## config.mk

```make
export PLATFORM = sky130hd
export DESIGN_NAME = svc_uart_rx
export DESIGN_NICKNAME = d
export VERILOG_FILES = /design/src/rtl/svc_uart_pkg.sv /design/src/rtl/svc_sync_bit.sv /design/src/rtl/svc_uart_rx.sv
export SDC_FILE = /design/constraint.sdc
export NUM_CORES = 1
export LEC_CHECK = 0
export CORE_MARGIN = 5
export CORE_UTILIZATION = 45
export CTS_BUF_LIST = sky130_fd_sc_hd__clkbuf_8
export CTS_CLUSTER_DIAMETER = 80
export DETAILED_ROUTE_END_ITERATION = 8
export PLACE_DENSITY_LB_ADDON = 0.05
export SETUP_SLACK_MARGIN = 0.4
export SYNTH_ARGS = -nofsm -noshare
export SYNTH_HDL_FRONTEND = slang
export SYNTH_SLANG_ARGS = --single-unit
```

## constraint.sdc

```tcl
create_clock -name clk -period 4.8 [get_ports clk]
set_clock_uncertainty 0.15 [all_clocks]
set_input_delay 0.72 -clock clk [delete_from_list [all_inputs] [get_ports clk]]
set_output_delay 0.72 -clock clk [all_outputs]
set_load 0.01 [all_outputs]
```

## src/rtl/svc_uart_pkg.sv

```systemverilog
// svc_uart_pkg: shared receiver state type, baud divisor helper and frame width
package svc_uart_pkg;
  typedef enum logic [2:0] {IDLE, START, DATA, STOP, WAIT_HIGH} uart_rx_state_t;
  localparam int UART_DATA_BITS = 8;
  function automatic int uart_div(input int clk_mhz, input int baud);
    return (clk_mhz * 1_000_000 + baud / 2) / baud;
  endfunction
endpackage

```

## src/rtl/svc_sync_bit.sv

```systemverilog
// svc_sync_bit: STAGES-deep flop synchroniser for one asynchronous bit
// Ports: clk, rst_n (async active-low), d (async input), q (synchronised output)
module svc_sync_bit #(
  parameter int   STAGES    = 2,
  parameter logic RESET_VAL = 1'b1
) (
  input  logic clk,
  input  logic rst_n,
  input  logic d,
  output logic q
);
  logic [STAGES-1:0] ff;
  always_ff @(posedge clk or negedge rst_n)
    if (!rst_n) ff <= {STAGES{RESET_VAL}};
    else ff <= {ff[STAGES-2:0], d};
  assign q = ff[STAGES-1];
endmodule

```

## src/rtl/svc_uart_rx.sv

```systemverilog
// svc_uart_rx: 8N1 UART receiver with mid-bit sampling and a valid/ready holding register
// Ports: clk, rst_n (async active-low), urx (serial line, idles high),
//        rx_valid/rx_data/rx_ready (byte handshake), rx_busy (not idle),
//        rx_frame_err / rx_overrun (single-cycle error pulses)
module svc_uart_rx
  import svc_uart_pkg::*;
#(
  parameter int CLOCK_FREQ_MHZ = 25,
  parameter int BAUD_RATE      = 115_200,
  parameter int SYNC_STAGES    = 2
) (
  input  logic       clk,
  input  logic       rst_n,
  input  logic       urx,
  output logic       rx_valid,
  output logic [7:0] rx_data,
  input  logic       rx_ready,
  output logic       rx_busy,
  output logic       rx_frame_err,
  output logic       rx_overrun
);
  localparam int DIV = uart_div(CLOCK_FREQ_MHZ, BAUD_RATE);
  localparam int CW = $clog2(DIV);
  localparam int BW = $clog2(UART_DATA_BITS);
  localparam logic [CW-1:0] DIV_M1 = CW'(DIV - 1);
  localparam logic [CW-1:0] HALF_M1 = CW'(DIV / 2 - 1);
  localparam logic [BW-1:0] LAST_BIT = BW'(UART_DATA_BITS - 1);
  uart_rx_state_t state;
  logic s, s_prev;
  logic [CW-1:0] cnt;
  logic [BW-1:0] bit_idx;
  logic [UART_DATA_BITS-1:0] shreg;
  svc_sync_bit #(.STAGES(SYNC_STAGES), .RESET_VAL(1'b1)) u_sync (
    .clk  (clk),
    .rst_n(rst_n),
    .d    (urx),
    .q    (s)
  );
  always_ff @(posedge clk or negedge rst_n)
    if (!rst_n) begin
      state        <= IDLE;
      s_prev       <= 1'b1;
      cnt          <= '0;
      bit_idx      <= '0;
      shreg        <= '0;
      rx_valid     <= 1'b0;
      rx_data      <= '0;
      rx_busy      <= 1'b0;
      rx_frame_err <= 1'b0;
      rx_overrun   <= 1'b0;
    end else begin
      s_prev       <= s;
      rx_frame_err <= 1'b0;
      rx_overrun   <= 1'b0;
      if (rx_valid && rx_ready) rx_valid <= 1'b0;
      case (state)
        IDLE:
          if (s_prev && !s) begin
            cnt     <= HALF_M1;
            state   <= START;
            rx_busy <= 1'b1;
          end
        START:
          if (cnt != '0) cnt <= cnt - 1'b1;
          else if (s) begin
            state   <= IDLE;
            rx_busy <= 1'b0;
          end else begin
            cnt     <= DIV_M1;
            bit_idx <= '0;
            state   <= DATA;
          end
        DATA:
          if (cnt != '0) cnt <= cnt - 1'b1;
          else begin
            shreg   <= {s, shreg[UART_DATA_BITS-1:1]};
            cnt     <= DIV_M1;
            bit_idx <= bit_idx + 1'b1;
            if (bit_idx == LAST_BIT) state <= STOP;
          end
        STOP:
          if (cnt != '0) cnt <= cnt - 1'b1;
          else if (s) begin
            state   <= IDLE;
            rx_busy <= 1'b0;
            // a same-cycle read frees the holding register for the new byte
            if (!rx_valid || rx_ready) begin
              rx_data  <= shreg;
              rx_valid <= 1'b1;
            end else rx_overrun <= 1'b1;
          end else begin
            rx_frame_err <= 1'b1;
            state        <= WAIT_HIGH;
          end
        // a held-low line (break) must return high before a new start is accepted
        WAIT_HIGH:
          if (s) begin
            state   <= IDLE;
            rx_busy <= 1'b0;
          end
        default: begin
          state   <= IDLE;
          rx_busy <= 1'b0;
        end
      endcase
    end
endmodule

```

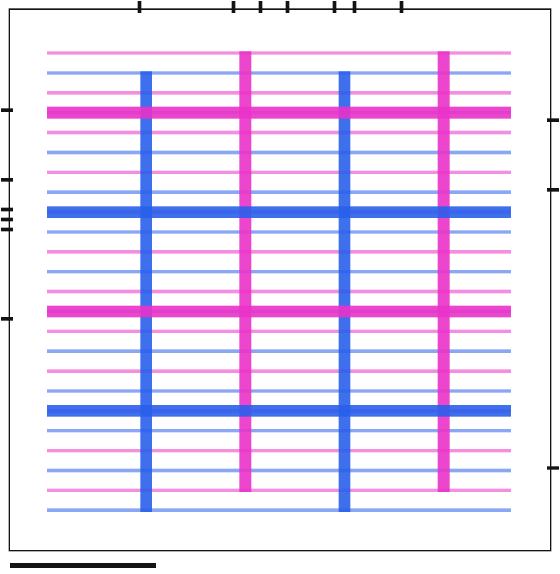
(images/pdn.png)
Scale bar: 20 um. Pins as bars on the die edge.
magenta -> VDD
blue -> VSS
met4 straps = 4
signal pins = 16
met1 rails = 24
rows = 23
floorplan core area: 3971 sq um
width of the die: 73.89 um
vertical die dimension: 73.89 um
Peak VDD IR: 0.2374 mV

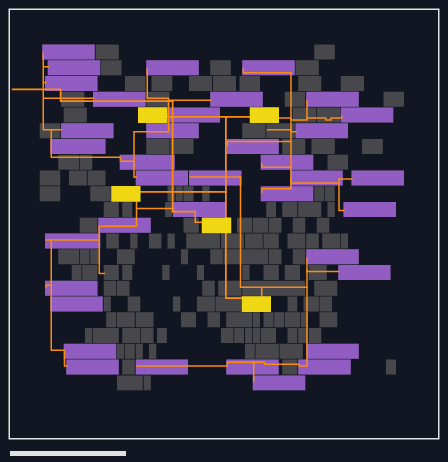
(images/clock_map.png)
Scale bar: 20 um.
yellow -> cells driving clock nets  # count 5
orange -> clock wires  # length 470 um
purple -> flip-flops  # count 37
routed clock nets = 6
flops lie = widely spread
share of total power in the clock network: 0.310
clock latency on the worst-skew pair: 0.29 ns
clock distribution power: 0.283 mW

==> PnR_summary.wiki <==
== Metrics ==
{| class="wikitable"
! Metric !! Value
|-
| Hold path start || u_sync.ff[0]$_DFF_PN1_
|-
| Simple logic cell fraction of the synthesized area || 0.1730
|-
| Part of the cycle the worst path needs || 0.5560
|-
| Number of top-level pins || 16
|-
| Number of post-CTS setup repair buffers || 0
|-
| Capture endpoint of the worst hold path || u_sync.ff[1]$_DFF_PN1_
|-
| Area occupied by multi-input gates || 843.3 sq um
|-
| Number of hold buffers added after cts || 0
|-
| Post-detail-place hpwl || 2.674 mm
|-
| Number of max-slew violations in the final report || 0
|-
| Transition time of the tightest slew-check pin || 0.7921 ns
|-
| Maximum number of pins on one net before global-route repair || 38
|-
| Count of instances resized after the clock tree is built || 0
|-
| Htree depth || 2
|-
| Share of post-route cells with drive strength above 1 || 0.2067
|-
| Endpoint of the worst-slack reg-to-reg timing path || rx_data[2]$_DFFE_PN0P_
|-
| Tally of OpenROAD warnings || 27
|-
| Crit path DAT || 2.70 ns
|-
| Run status || finished, final reports clean
|-
| Relative slew slack || 0.4719
|-
| First drt pass iteration count || 4
|-
| Layout non-clock buf frac || 0.07139
|-
| Fraction of the mapped netlist area in compound gates || 0.1499
|-
| Number of DRC violations after detailed-routing iteration 0 || 124
|-
| Total number of yosys warnings || 0
|-
| Average cell area after synthesis || 11.34 sq um
|-
| P_leak || 0.9302 nW
|-
| Commonest flop || dfrtp_1
|-
| Maximum fanout encountered on the critical timing path || 8
|-
| GRT overflow || 0
|-
| Clock Root Buffer || clkbuf_8
|-
| Most frequent standard cell in the layout excluding fill and tap cells || dfrtp_1
|-
| Accumulated negative setup slack || 0 ns
|-
| Adder and majority gate portion of the synthesized area || 0.02725
|-
| Clk_buf instances || 6
|-
| Global-route wire length before repair || 6.499 mm
|-
| MI comb cells || 110
|-
| Register cell area after layout || 929.6 sq um
|-
| Overall fraction of global-route tracks in use || 0.1573
|-
| Pre-CTS setup slack || 2.145 ns
|-
| Ratio of total power to cell area || 426.8 nW/um^2
|-
| Final setup viols || 0
|-
| Post-detailed-route via-to-cell ratio || 5.878
|-
| Remaining antenna violation count after routing || 0
|-
| Highest cell delay on the worst timing path || 0.55 ns
|-
| Clock-pin transition on the worst setup and hold timing paths || 0.08 ns
|-
| Register bit count reported by yosys || 37
|-
| Area reported by Yosys stat || 1837 sq um
|-
| Number of maximum-capacitance constraint violations || 0
|-
| Filler cells || 334
|-
| Non-clock buffer count || 16
|-
| Worst Reg-to-Reg Cells || 6
|-
| Cell class ranked first by area || registers
|-
| Number of hold violations in the final report || 0
|-
| CTS Buffer Depth || 2
|-
| Crit path max-delay cell type || or3b_2
|-
| FMAX || 374.7 MHz
|-
| Endpoint required time on the critical path || 4.83 ns
|-
| Post-synth tally of flip-flops with integrated enable || 0
|-
| Count of port buffers added during placement || 15
|-
| Starting utilization of the core area || 0.4625
|-
| Number of vias in the routed layout || 1346
|-
| Proportion of cell area occupied by multi-input gates || 0.3944
|-
| Final net count || 186
|-
| Crit path from || cnt[0]$_DFFE_PN0P_
|-
| Sort of element at the end of the critical path || flip-flop
|-
| RD Place Congestion || 0.8705
|-
| Die Outline Area || 5460 sq um
|-
| Worst Path Class, Setup || flip-flop to flip-flop
|-
| Floorplan Nets || 170
|-
| Final critical path time including I/O delays and setup || 2.669 ns
|-
| Crit path to || rx_data[2]$_DFFE_PN0P_
|-
| ClkCell Share || 0.05617
|-
| RR Startpoint || cnt[0]$_DFFE_PN0P_
|-
| Class of the worst hold path || flip-flop to flip-flop
|-
| Number of clock buffers inserted by TritonCTS || 5
|-
| Clock tree sinks || 37
|-
| Post-route setup slack || 2.131 ns
|-
| Cell depth of the worst min-delay path || 0
|-
| Dominant kind of combinational cell || simple AND/OR/NAND/NOR gates
|-
| Post-route DRC || 0
|-
| Top Layout Cells || dfrtp_1 (34), mux2_2 (16), clkdlybuf4s50_1 (14)
|-
| Mean routed wirelength per cell || 16.67 um
|-
| Combined area of all synthesized cells || 1837 sq um
|-
| Xor-xnor portion of the synthesized cell area || 0.004768
|-
| Share of synthesized area occupied by flip-flops and latches || 0.5061
|-
| Setup repair after global routing missed its margin || no
|-
| TritonCTS clock tree || built
|-
| Inserted tap cell count || 50
|-
| Netlist cell types || 47
|-
| Layout-stage area growth over the synthesis result || 16.42%
|-
| Async set-reset flop share out of synthesis || 1.000
|-
| Mux cell area share || 0.1042
|-
| Antenna Diode Count || 0
|-
| Number of flip-flops and latches || 37
|-
| Synthesized instance count || 162
|-
| Crit-path cells || inv_1 -> ha_1 -> or3b_2 -> nor2_2 -> and4b_1 -> mux2_2
|-
| Worst-case register-to-register setup slack || 2.13 ns
|-
| Count of instantiated cells in the yosys netlist || 162
|-
| Kind of start point of the critical path || flip-flop
|-
| Routed WL || 3.817 mm
|-
| Via count of the first global-routing pass || 1322
|-
| Inverters || 8
|-
| Number of antenna violations at the first check in global routing || 0
|}
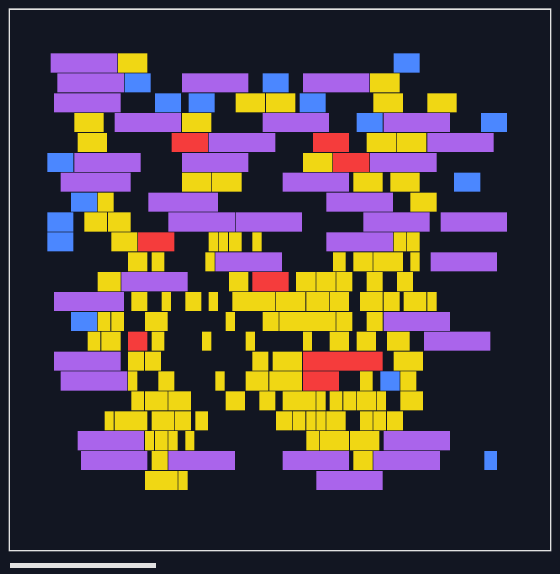
(images/cell_classes.png)
Scale bar: 20 um.
blue -> other buffers and delay cells  # cells 16, share of their area 7.4%
yellow -> all other logic  # cells 118, share of their area 42%
purple -> flops  # cells 37, share of their area 45%
red -> clock drivers and dummy loads  # cells 8, share of their area 5.8%
sequential cell area share: 0.4348
cell area after layout: 2138 sq um
share of the core filled with cells: 0.5384
floorplan row count: 23

where the power goes:
part | leakage (nW) | switching [mW] | total (mW) | internal [mW]
Combinational | 0.394 | 0.117 | 0.210 | 0.0929
Sequential | 0.479 | 0.0665 | 0.420 | 0.354
Clock | 0.0574 | 0.114 | 0.283 | 0.169
Total | 0.930 | 0.297 | 0.913 | 0.616
worst max-delay path, delay by kind of cell (launching register included):
family / cells / cell delay (ns)
DFF: 1 / 0.42
muxes: 1 / 0.39
and+or+nand+nor: 3 / 1.32
adders and majority gates: 1 / 0.19
buffers and inverters: 1 / 0.09
synthesized netlist by cell type (3+ instances only):
master	number	share of area
dfrtp_1	34	0.46
nor4_1	6	0.020
ha_1	4	0.027
and3_1	5	0.017
dfstp_2	3	0.043
o21ai_0	6	0.016
nand2_1	4	0.0082
mux2_2	16	0.098
a31oi_1	3	0.010
clkbuf_1	5	0.010
inv_1	8	0.016
a21oi_1	11	0.030
a2111oi_0	4	0.019
nor2_1	11	0.022
stage by stage:
step           hold slack, ns  area (sq um)  power (mW)  cells  utilization
6_report               0.2096          2138      0.9126    229       0.5384
3_5_place_dp           0.2000          2018      0.6295    221       0.5082
3_3_place_gp           0.1959          2018      0.6275    221       0.5082
2_1_floorplan          0.1952          1837      0.5634    162            -
4_1_cts                0.2109          2138      0.9142    229       0.5384
5_1_grt                0.2210          2138      0.9715    229       0.5384
metal layers:
metal	vias to the layer above	track usage	wire, um
met5	-	0	0
met4	0	0.05835	50
met3	6	0.04241	191
met2	41	0.2264	1695
met1	649	0.2252	1880
li1	650	-	-
flip-flops by register name, indices dropped and copies added, names as in the netlist, 2 cells and up:
name	flops
cnt	8
rx_data	8
shreg	8
bit_idx	3
state	3
u_sync.ff	2
No activity file was given, so power comes from the tool's default toggle rates.
